Design recb11_detect, sky130hd; sources not shown.
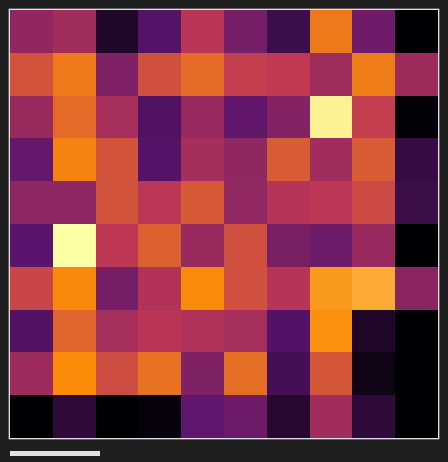
(images/util_map.png)
The bar under the picture is 10 um long. 10 x 10 tiles, from black (low) to pale yellow (high), 0 to 100% covered.
5.0% of the tiles are over 75% full. The emptiest ninth of the die: bottom right. The fullest tile reaches 100%. The mean over all tiles is 41%.
core region area: 1960 um^2
Initial Utilization: 25.5%
fin util: 49.6%

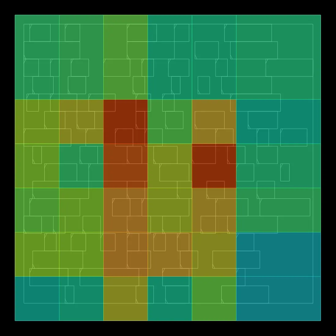
(images/congestion_map.png)
layer with the highest usage: met2
post-DR wirelength/cell: 15.0 um

==> job_summary.md <==
### Metrics collected by this job

| Metric | Value |
|---|---|
| Crit-path max cell delay | `0.34 ns` |
| Detailed-routing wirelength on met1 | `767 um` |
| Finish-stage setup viols | `3` |
| Setup Buffers After CTS | `2` |
| Late-Pin Clk Latency | `0.26 ns` |
| Final WS setup | `-0.300 ns` |
| Post-synthesis simple-gate area fraction | `30.5%` |
| Worst Hold Class | `flop to flop` |
| Inverters excl. clock | `4` |
| Largest Pwr Group | `registers` |
| Vias in the first global route | `595` |
| RSZ-0062 raised after global routing | `yes` |
| Setup_tns | `-0.494 ns` |
| Post-synth cell types | `23` |
| Fin. Hold Viols | `0` |
| Drc violations | `0` |
| Synth-to-layout area growth | `94.5%` |
| Area fraction in xor and xnor cells | `0%` |
| Final Max Slew Viols | `0` |
| Seq/total area | `22.1%` |
| Die Y-Extent | `47.7 um` |
| Top Layer Used | `met3` |
| Failing checks | `negative setup slack` |
| Status | `complete, but fails checks` |
| Mux share | `2.25%` |
## cells in the final DEF, fill, tap and decap left out, types with 2 or more instances in the layout
| cell type | Yosys | layout |
|---|---|---|
| or3_1 | 3 | 3 |
| a21oi_1 | 4 | 4 |
| buf_12 | 0 | 6 |
| ha_4 | 0 | 2 |
| dfxtp_1 | 10 | 2 |
| buf_6 | 0 | 3 |
| nand3_1 | 5 | 4 |
| inv_1 | 4 | 2 |
| dfxtp_4 | 0 | 2 |
| o31ai_2 | 0 | 2 |
| dlygate4sd2_1 | 0 | 2 |
| dfxtp_2 | 0 | 6 |
| o21ai_0 | 4 | 3 |
| nand2_1 | 3 | 3 |
| clkdlybuf4s50_1 | 0 | 2 |
| clkbuf_4 | 0 | 3 |
| nor2b_1 | 4 | 3 |
| buf_4 | 0 | 16 |
Power and IR drop assume default switching activity.
